## config.mk

```make
export PLATFORM = sky130hd
export DESIGN_NAME = uart_alu_frame_ctrl
export DESIGN_NICKNAME = d
export VERILOG_FILES = /design/src/rtl/uart_alu_frame_ctrl_pkg.sv /design/src/rtl/uart_alu_frame_ctrl_timer.sv /design/src/rtl/uart_alu_frame_ctrl.sv
export SDC_FILE = /design/constraint.sdc
export NUM_CORES = 1
export LEC_CHECK = 0
export ABC_AREA = 1
export CORE_UTILIZATION = 49
export CTS_BUF_LIST = sky130_fd_sc_hd__clkbuf_4 sky130_fd_sc_hd__clkbuf_8
export DETAILED_ROUTE_END_ITERATION = 10
export PLACE_DENSITY = 0.81
export SKIP_LAST_GASP = 1
export SLEW_MARGIN = 20
export SYNTH_ARGS = -nofsm -noshare
export SYNTH_HDL_FRONTEND = slang
export SYNTH_SLANG_ARGS = --single-unit
```

## constraint.sdc

```tcl
create_clock -name clk -period 1.4 [get_ports clk]
set_clock_uncertainty 0.05 [all_clocks]
set_input_delay 0.28 -clock clk [delete_from_list [all_inputs] [get_ports clk]]
set_output_delay 0.28 -clock clk [all_outputs]
set_load 0.01 [all_outputs]
```

## src/rtl/uart_alu_frame_ctrl_pkg.sv

```systemverilog
// Shared definitions for the UART ALU frame controller: FSM states, default widths
// and the opcode values understood by the external ALU.
package uart_alu_frame_ctrl_pkg;

  localparam int NB_BIT_DEF = 8;
  localparam int NB_OP_DEF  = 6;

  typedef enum logic [2:0] {
    ST_GET_A   = 3'd0,
    ST_GET_B   = 3'd1,
    ST_GET_OP  = 3'd2,
    ST_SEND    = 3'd3,
    ST_WAIT_TX = 3'd4
  } state_t;

  localparam logic [5:0] OP_ADD = 6'h20;
  localparam logic [5:0] OP_SUB = 6'h22;
  localparam logic [5:0] OP_AND = 6'h24;
  localparam logic [5:0] OP_OR  = 6'h25;
  localparam logic [5:0] OP_XOR = 6'h26;
  localparam logic [5:0] OP_NOR = 6'h27;
  localparam logic [5:0] OP_SRA = 6'h03;
  localparam logic [5:0] OP_SRL = 6'h02;

  // True while a partial frame is being collected and the gap timer must run.
  function automatic logic in_frame(input state_t s);
    return (s == ST_GET_B) || (s == ST_GET_OP);
  endfunction

endpackage

```

## src/rtl/uart_alu_frame_ctrl_timer.sv

```systemverilog
// Idle-gap timer between bytes of one frame; expire is combinational on the last
// allowed cycle so the controller can give a same-cycle byte priority over it.
module frame_gap_timer #(
  parameter int TIMEOUT_CYCLES = 1000
) (
  input  logic clk,
  input  logic reset,
  input  logic clear,
  input  logic enable,
  output logic expire
);

  localparam int TW = (TIMEOUT_CYCLES > 0) ? $clog2(TIMEOUT_CYCLES + 1) : 1;
  localparam logic [TW-1:0] MAX_CNT  = TW'(TIMEOUT_CYCLES);
  localparam logic [TW-1:0] LAST_CNT = TW'((TIMEOUT_CYCLES > 0) ? TIMEOUT_CYCLES - 1 : 0);

  logic [TW-1:0] count_q;

  assign expire = (TIMEOUT_CYCLES > 0) && enable && (count_q == LAST_CNT);

  always_ff @(posedge clk or negedge reset) begin
    if (!reset) begin
      count_q <= '0;
    end else if (clear || !enable || expire) begin
      count_q <= '0;
    end else if (count_q != MAX_CNT) begin
      count_q <= count_q + TW'(1);
    end
  end

endmodule

```

## src/rtl/uart_alu_frame_ctrl.sv

```systemverilog
// Collects operand A, operand B and opcode bytes from the UART receiver, drives an
// external ALU and hands the result byte to the UART transmitter.
module uart_alu_frame_ctrl
  import uart_alu_frame_ctrl_pkg::*;
#(
  parameter int NB_BIT         = NB_BIT_DEF,
  parameter int NB_OP          = NB_OP_DEF,
  parameter int TIMEOUT_CYCLES = 1000
) (
  input  logic              clk,
  input  logic              reset,
  input  logic              rx_done_tick,
  input  logic [NB_BIT-1:0] rx_data,
  input  logic [NB_BIT-1:0] alu_result,
  input  logic              tx_done_tick,
  output logic [NB_BIT-1:0] alu_a,
  output logic [NB_BIT-1:0] alu_b,
  output logic [NB_OP-1:0]  alu_op,
  output logic              tx_start,
  output logic [NB_BIT-1:0] tx_data,
  output logic              busy,
  output logic              timeout_err,
  output logic [2:0]        state_dbg
);

  // Handshakes: rx_done_tick is a valid-only strobe with no back-pressure, so a byte
  // arriving outside GET_A/GET_B/GET_OP is simply dropped. tx_start is a one-cycle
  // request; the transmitter answers with a one-cycle tx_done_tick when the byte is out.

  state_t state_q, state_d;
  logic   accept;
  logic   time_out;
  logic   expire;

  frame_gap_timer #(
    .TIMEOUT_CYCLES(TIMEOUT_CYCLES)
  ) u_timer (
    .clk    (clk),
    .reset  (reset),
    .clear  (accept | time_out),
    .enable (in_frame(state_q)),
    .expire (expire)
  );

  always_ff @(posedge clk or negedge reset) begin
    if (!reset) state_q <= ST_GET_A;
    else        state_q <= state_d;
  end

  always_comb begin
    state_d  = state_q;
    accept   = 1'b0;
    time_out = 1'b0;
    case (state_q)
      ST_GET_A: begin
        if (rx_done_tick) begin
          accept  = 1'b1;
          state_d = ST_GET_B;
        end
      end
      ST_GET_B: begin
        if (rx_done_tick) begin
          accept  = 1'b1;
          state_d = ST_GET_OP;
        end else if (expire) begin
          time_out = 1'b1;
          state_d  = ST_GET_A;
        end
      end
      ST_GET_OP: begin
        if (rx_done_tick) begin
          accept  = 1'b1;
          state_d = ST_SEND;
        end else if (expire) begin
          time_out = 1'b1;
          state_d  = ST_GET_A;
        end
      end
      ST_SEND:    state_d = ST_WAIT_TX;
      ST_WAIT_TX: if (tx_done_tick) state_d = ST_GET_A;
      default:    state_d = ST_GET_A;
    endcase
  end

  // Operands are only overwritten by an accepted byte of their own field, so they
  // stay stable for the ALU from SEND until the next frame reaches that field.
  always_ff @(posedge clk or negedge reset) begin
    if (!reset) begin
      alu_a       <= '0;
      alu_b       <= '0;
      alu_op      <= '0;
      tx_data     <= '0;
      tx_start    <= 1'b0;
      timeout_err <= 1'b0;
    end else begin
      tx_start    <= (state_q == ST_SEND);
      timeout_err <= time_out;
      if (accept && state_q == ST_GET_A)  alu_a  <= rx_data;
      if (accept && state_q == ST_GET_B)  alu_b  <= rx_data;
      if (accept && state_q == ST_GET_OP) alu_op <= rx_data[NB_OP-1:0];
      if (state_q == ST_SEND)             tx_data <= alu_result;
    end
  end

  assign busy      = (state_q == ST_SEND) || (state_q == ST_WAIT_TX);
  assign state_dbg = state_q;

endmodule

```

Figure 1. Cells by drive strength (run 1).
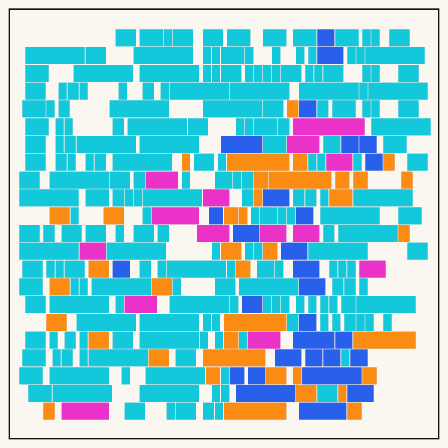
x1 and smaller: drawn in cyan, cells 219, share 73%. x3 and x4: drawn in blue, cells 29, share 9.6%. x6 and larger: drawn in magenta, cells 14, share 4.7%. x2: drawn in orange, cells 39, share 13%.

Figure 2. Zoomed window (run 1).
Window x 39 to 59, y 39 to 59 um. Cells in gray, sequential cells in the stronger gray; small squares are vias.
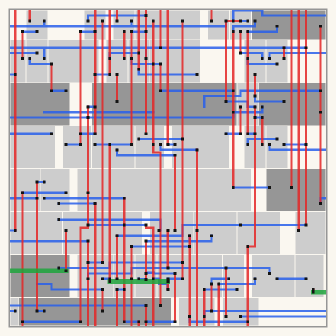
M3: drawn in green. M1: drawn in blue. M2: drawn in red.
Netlist names of flops here include `tx_data` (2), `state_dbg` (1). Sequential cells in the window: 3. Most frequent: nand2_1 (16), clkdlybuf4s50_1 (4). 43 logic cells have their middle in the window.

==> Slide: Implementation Results, run 1 <==
Key Metrics from the Run

Outcome
  – Status: finished with violations
  – Violations in the final reports: setup timing

Global route
  – Number of global-route vias before repair: between 1.5k and 2k
  – Remaining Overflow, GRT: 0

Die
  – Total die size: roughly 4300 um^2
  – Die W: 65.46 um
  – Std-Cell Rows: 22

Pwr
  – Cell Pwr Density: 1905 nW/um^2
  – Peak VDD IR: 1.202 mV

Worst setup path
  – Slowest Stage Delay on Critical Path: 0.45 ns
  – Critical Path Slowest Stage Cell: dfrtp_2
  – Worst path required time: 1.07 ns
  – Setup crit start: state_dbg[1]
  – Source of the worst register-to-register timing path: u_timer.count_q[0]

Drt
  – Count of antenna-violating nets left after detailed routing: 0
  – WL final: 4606 um
  – Initial detailed-routing violation count: 126
  – Number of remaining DRC errors: 0

STA
  – Post-layout min period: 1.465 ns
  – Worst Slack Setup Final: -0.06451 ns
  – Count of final setup violators: 1

Yosys
  – Largest type area fraction: 57.07%
  – Warnings, synthesis: 0
  – Count leader, synth: nand2_1
  – Ys async rst share: 100.0%
  – Post-synthesis cell count: 222
  – List of most frequent post-synthesis cells: nand2_1 (75), dfrtp_1 (45), inv_1 (24)
  – Syn_nets: 244

Placed design
  – GP Congestion: between 0.8 and 0.9
  – Post-placement cell area: between 2000 and 3000 um^2
  – Dpl hpwl: 2864 um

Clocking
  – CTS buffer count: 5
  – CTS tree: done

Cells and area
  – Fill cell instance count of the final layout: 257
Figure 3. Cell placement (run 1).
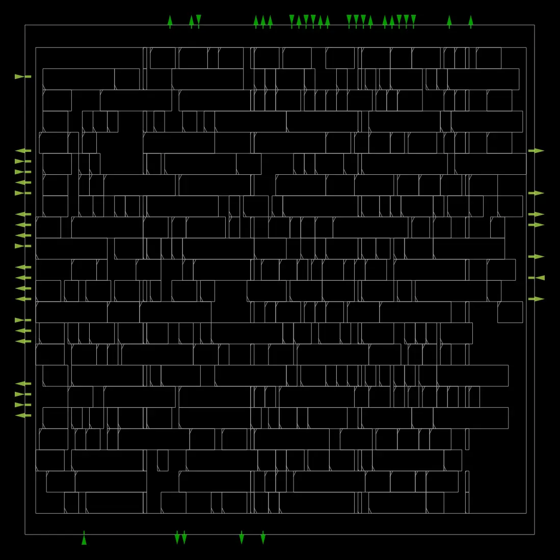
sequential cell count: 45
final cell utilization of the core: 78.17%
flop share of the area: 38.46%

## run 1: area by class of cell
| class | count | area, um^2 | share of cell area (%) |
|---|---|---|---|
| Clock inverter | 2 | 38.79 | 1.316 |
| Clock buffer | 6 | 76.32 | 2.589 |
| Sequential cell | 45 | 1134 | 38.46 |
| Timing Repair Buffer | 75 | 685.7 | 23.26 |
| Tap cell | 48 | 60.06 | 2.037 |
| Multi-Input combinational cell | 146 | 843.3 | 28.61 |
| Inverter | 27 | 110.1 | 3.735 |
## run 1: power breakdown
group          total, uW  internal [uW]  switching [uW]  leakage (uW)
sequential          2080           1790             295      0.000569
clock                994            555             438     0.0000588
combinational       2540           1200            1340      0.000890
total               5610           3540            2070       0.00152
## run 1: cells by family after synthesis
logic type                 Yosys count  share of synthesized area, %
and+or+nand+nor                    111                         24.48
DFF                                 45                         57.07
buffers and inverters               31                         6.785
xor gates and xnor gates             2                        0.8879
AOI/OAI and AO/OA                   31                         9.512
adders and majority gates            2                         1.268
## run 1: worst paths after layout
kind                            depth (start not counted)                 end  slack [ns]
min in group clk                                        2          tx_data[4]        0.43
worst min register to register                          2          tx_data[4]        0.43
worst min-delay path                                    3            alu_b[6]        0.42
worst max register to register                          7  u_timer.count_q[0]           0
max in group asynchronous                               3        state_dbg[1]        0.64
worst max-delay path                                    4                busy       -0.06
## run 1: layer usage
metal / track usage [%] / up-vias / wire, um / part of all wire, %
met1: 27.29 / 833 / 2053 / 45
met4: 8.967 / 0 / 75 / 1.6
met2: 36.47 / 45 / 2261 / 49
met5: 0 / - / 0 / 0
met3: 6.597 / 8 / 215 / 4.7
li1: - / 849 / - / -
## run 1: sequential cells by signal (all words and copies together) (netlist names)
signal	count
tx_data	8
timeout_err	1
tx_start	1
alu_op	6
alu_a	8
alu_b	8
u_timer.count_q	10
state_dbg	3
## run 1: timing repair
| action | 4_1_cts | 5_1_grt |
|---|---|---|
| endpoints found under the hold margin | 45 | 0 |
| buffers inserted | 0 | 5 |
| endpoints found under the setup margin | 41 | 33 |
| hold buffers | 1 | 0 |
| pin swaps | 1 | 12 |
| gates cloned | 0 | 1 |
| resized | 49 | 56 |
## run 1: placed cells by master, fill, tap and decap left out, types with 6 or more instances in the layout
master,n
nand2_1,66
dfrtp_1,39
dlygate4sd2_1,32
inv_1,19
clkdlybuf4s50_1,18
nor2_1,11
buf_4,11
o21ai_1,10
o21ai_2,9
nand2_2,7
buf_6,6
dfrtp_2,6
## run 1: per-stage QoR
stage | power (uW) | std cells
after detailed placement | 4607 | 334
after global placement | 4554 | 334
after CTS | 5323 | 343
after floorplan | 3239 | 222
after global routing | 6014 | 349
final | 5614 | 349
## run 1: worst max-delay path: cells and delay by family, from the launching register on
kind / cells / cell delay (ns)
buffers and inverters: 1 / 0.13
DFF: 1 / 0.45
and+or+nand+nor: 3 / 0.26
==> run 2, diff against run 1 <==
--- a/config.mk
+++ b/config.mk
@@ -6,12 +6,13 @@
 export NUM_CORES = 1
 export LEC_CHECK = 0
 export ABC_AREA = 1
-export CORE_UTILIZATION = 49
+export CORE_UTILIZATION = 48
 export CTS_BUF_LIST = sky130_fd_sc_hd__clkbuf_4 sky130_fd_sc_hd__clkbuf_8
 export DETAILED_ROUTE_END_ITERATION = 10
-export PLACE_DENSITY = 0.81
+export GPL_ROUTABILITY_DRIVEN = 1
+export PLACE_DENSITY = 0.79
 export SKIP_LAST_GASP = 1
-export SLEW_MARGIN = 20
+export SLEW_MARGIN = 30
 export SYNTH_ARGS = -nofsm -noshare
 export SYNTH_HDL_FRONTEND = slang
 export SYNTH_SLANG_ARGS = --single-unit
Figure 4. Cell placement (run 2).
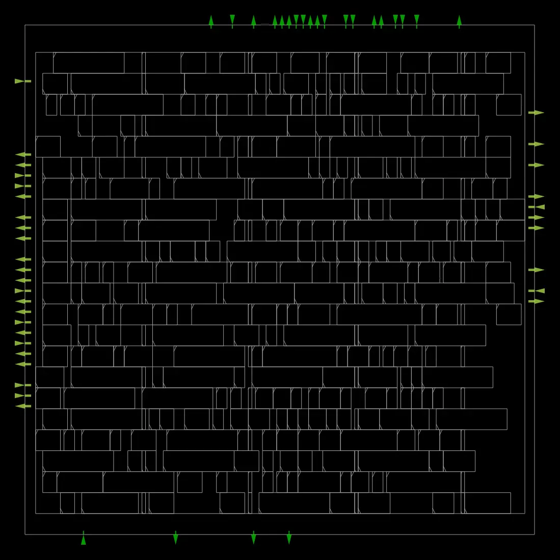
final cell utilization of the core: 79.38%
fill cell instance count of the final layout: 260
filler-free cell count of the finished design: 354
n_taps: 48

==> run 2 against run 1 <==
  * Synthesized cell count did not move
  * Critical path depth stayed put
  * Die size increased by 2.0%
  * Global-route usage about the same
  * Utilization rose by 1.2 points
  * Sequential share of layout area is 1.0 points lower
  * Combinational power rose by 5%
  * Wire length is 6.7% higher
  * Cell count grew 1.4%
  * Worst hold slack improved by 0.0072 ns
  * Sequential cell count stayed put
  * The flow still finishes with violations (setup timing)
==> Slide: Implementation Results, run 2 <==
Key Metrics from the Run

Pwr
  – Net switching power: 2117 uW (+2.2%)
  – Cell-internal power: 3759 uW (+6.1%)
  – Combinational fraction of design power: 45.3% (about the same)
  – Clk network pwr share: 19.6% (+1.9 points)
  – Switching Share: 36.03% (-0.88 points)
  – Peak VDD IR: 1.241 mV (+3.2%)
  – Cell Pwr Density: 1949 nW/um^2 (+2.3%)

Die
  – Total die size: 4371 um^2 (+2.0%)
  – Die W: 66.12 um (+1.0%)
  – Std-Cell Rows: 22 (unchanged)

Global route
  – Number of global-route vias before repair: 1602 (-4.2%)
  – Remaining Overflow, GRT: 0 (unchanged)

Clocking
  – CTS tree: done
  – CTS buffer count: 5 (unchanged)

Placed design
  – Dpl hpwl: 3001 um (+4.8%)
  – GP Congestion: 0.7811 (-3.6%)
  – Post-placement cell area: 2676 um^2 (+0.28%)

Drt
  – WL final: 4915 um (+6.7%)
  – Count of antenna-violating nets left after detailed routing: 0 (unchanged)
  – Number of remaining DRC errors: 0 (unchanged)

Cells and area
  – Storage element area: 1129 um^2 (-0.44%)
  – Leading cell type in the layout, fill and taps excluded: nand2_1
  – Top cells excl fill/tap: nand2_1 (64), dfrtp_1 (43), dlygate4sd2_1 (34)
  – Number of flip-flops under the largest register name: 10 (unchanged)
  – Most flop-heavy register: u_timer.count_q
  – Combinational Area: 847.1 um^2 (+0.45%)

Yosys
  – Count leader, synth: nand2_1
  – Largest type area fraction: 57.07% (unchanged)
  – Post-synthesis cell count: 222 (unchanged)
  – Warnings, synthesis: 0 (unchanged)

Worst setup path
  – Classification of the worst setup path: register to output pin
  – Worst path required time: 1.07 ns (about the same)

STA
  – Worst Slack Setup Final: -0.006956 ns (+0.05756 ns)
  – Count of final setup violators: 2 (+1)
  – Post-layout min period: 1.407 ns (-0.05756 ns)
  – Max Transition Viols Final: 0

Outcome
  – Status: finished with violations
  – Violations in the final reports: setup timing
-- run 2: cell counts after synthesis --
Identical to the previous run, type by type.
-- run 2: layout make-up --
| class | count | area share, % |
|---|---|---|
| Timing Repair Buffer | 80 | 24.44 |
| Multi-Input combinational cell | 146 | 28.09 |
| Inverter | 27 | 3.610 |
| Sequential cell | 45 | 37.43 |
| Clock buffer | 5 | 2.282 |
| Clock inverter | 3 | 2.158 |
| Tap cell | 48 | 1.992 |
-- run 2: final timing paths --
kind	startpoint	end	slack, ns	cells after the start
max	state_dbg[0]	busy	-0.007	4
min reg2reg	alu_a[1]	alu_a[1]	0.43	2
min in group asynchronous	reset	u_timer.count_q[1]	0.47	3
max reg2reg	u_timer.count_q[1]	state_dbg[1]	0	7
max in group asynchronous	reset	u_timer.count_q[0]	0.61	3
min	alu_a[1]	alu_a[1]	0.43	2
-- run 2: what timing repair did --
| item | CTS | global route |
|---|---|---|
| setup endpoints to repair | 40 | 35 |
| gates cloned | 0 | 2 |
| resized | 39 | 54 |
| hold endpoints to repair | 45 | 0 |
| pin swaps | 0 | 16 |
| buffers inserted | 0 | 9 |
| hold buffers | 1 | 0 |
-- run 2: stage by stage --
| stage | std cells | total power [uW] | setup TNS, ns | setup slack (ns) |
|---|---|---|---|---|
| finish | 354 | 5876 | -0.008965 | -0.006956 |
| global route | 354 | 6284 | -0.6318 | -0.08103 |
| CTS | 344 | 5489 | -0.1533 | -0.1533 |
| detailed placement | 335 | 4642 | -2.136 | -0.2011 |
| global placement | 335 | 4579 | -1.516 | -0.1472 |
| floorplan | 222 | 3239 | 0 | 0.1242 |
-- run 2: power groups by stage --
| stage | registers [uW] | clock network, uW | logic [uW] |
|---|---|---|---|
| after floorplan | 2290 | 0 | 951 |
| after global placement | 2060 | 0 | 2520 |
| after detailed placement | 2070 | 0 | 2580 |
| after CTS | 2050 | 1160 | 2280 |
| after global routing | 2130 | 1210 | 2940 |
| final | 2060 | 1150 | 2660 |
-- run 2: cells by family after synthesis --
| logic type | share of synthesized area (%) |
|---|---|
| adders and majority gates | 1.268 |
| xor gates and xnor gates | 0.8879 |
| and+or+nand+nor | 24.48 |
| buffers and inverters | 6.785 |
| AOI/OAI and AO/OA | 9.512 |
| DFF | 57.07 |
-- run 2: routing by layer --
metal  global-route usage, %  vias up  wire length, um
met5                       0        -                0
met4                   7.979        0               54
met3                   5.000        7              271
met2                   38.27       56             2486
met1                   27.16      854             2102
li1                        -      865                -
-- run 2: critical path, cell delays in order (launching register included) --
cell      delay [ns]
dfrtp_1         0.42
nor2_2          0.13
nand2_1         0.06
nand2_1         0.05
clkbuf_2        0.12
Power figures rest on the tool's default switching activity, not on a simulated workload.
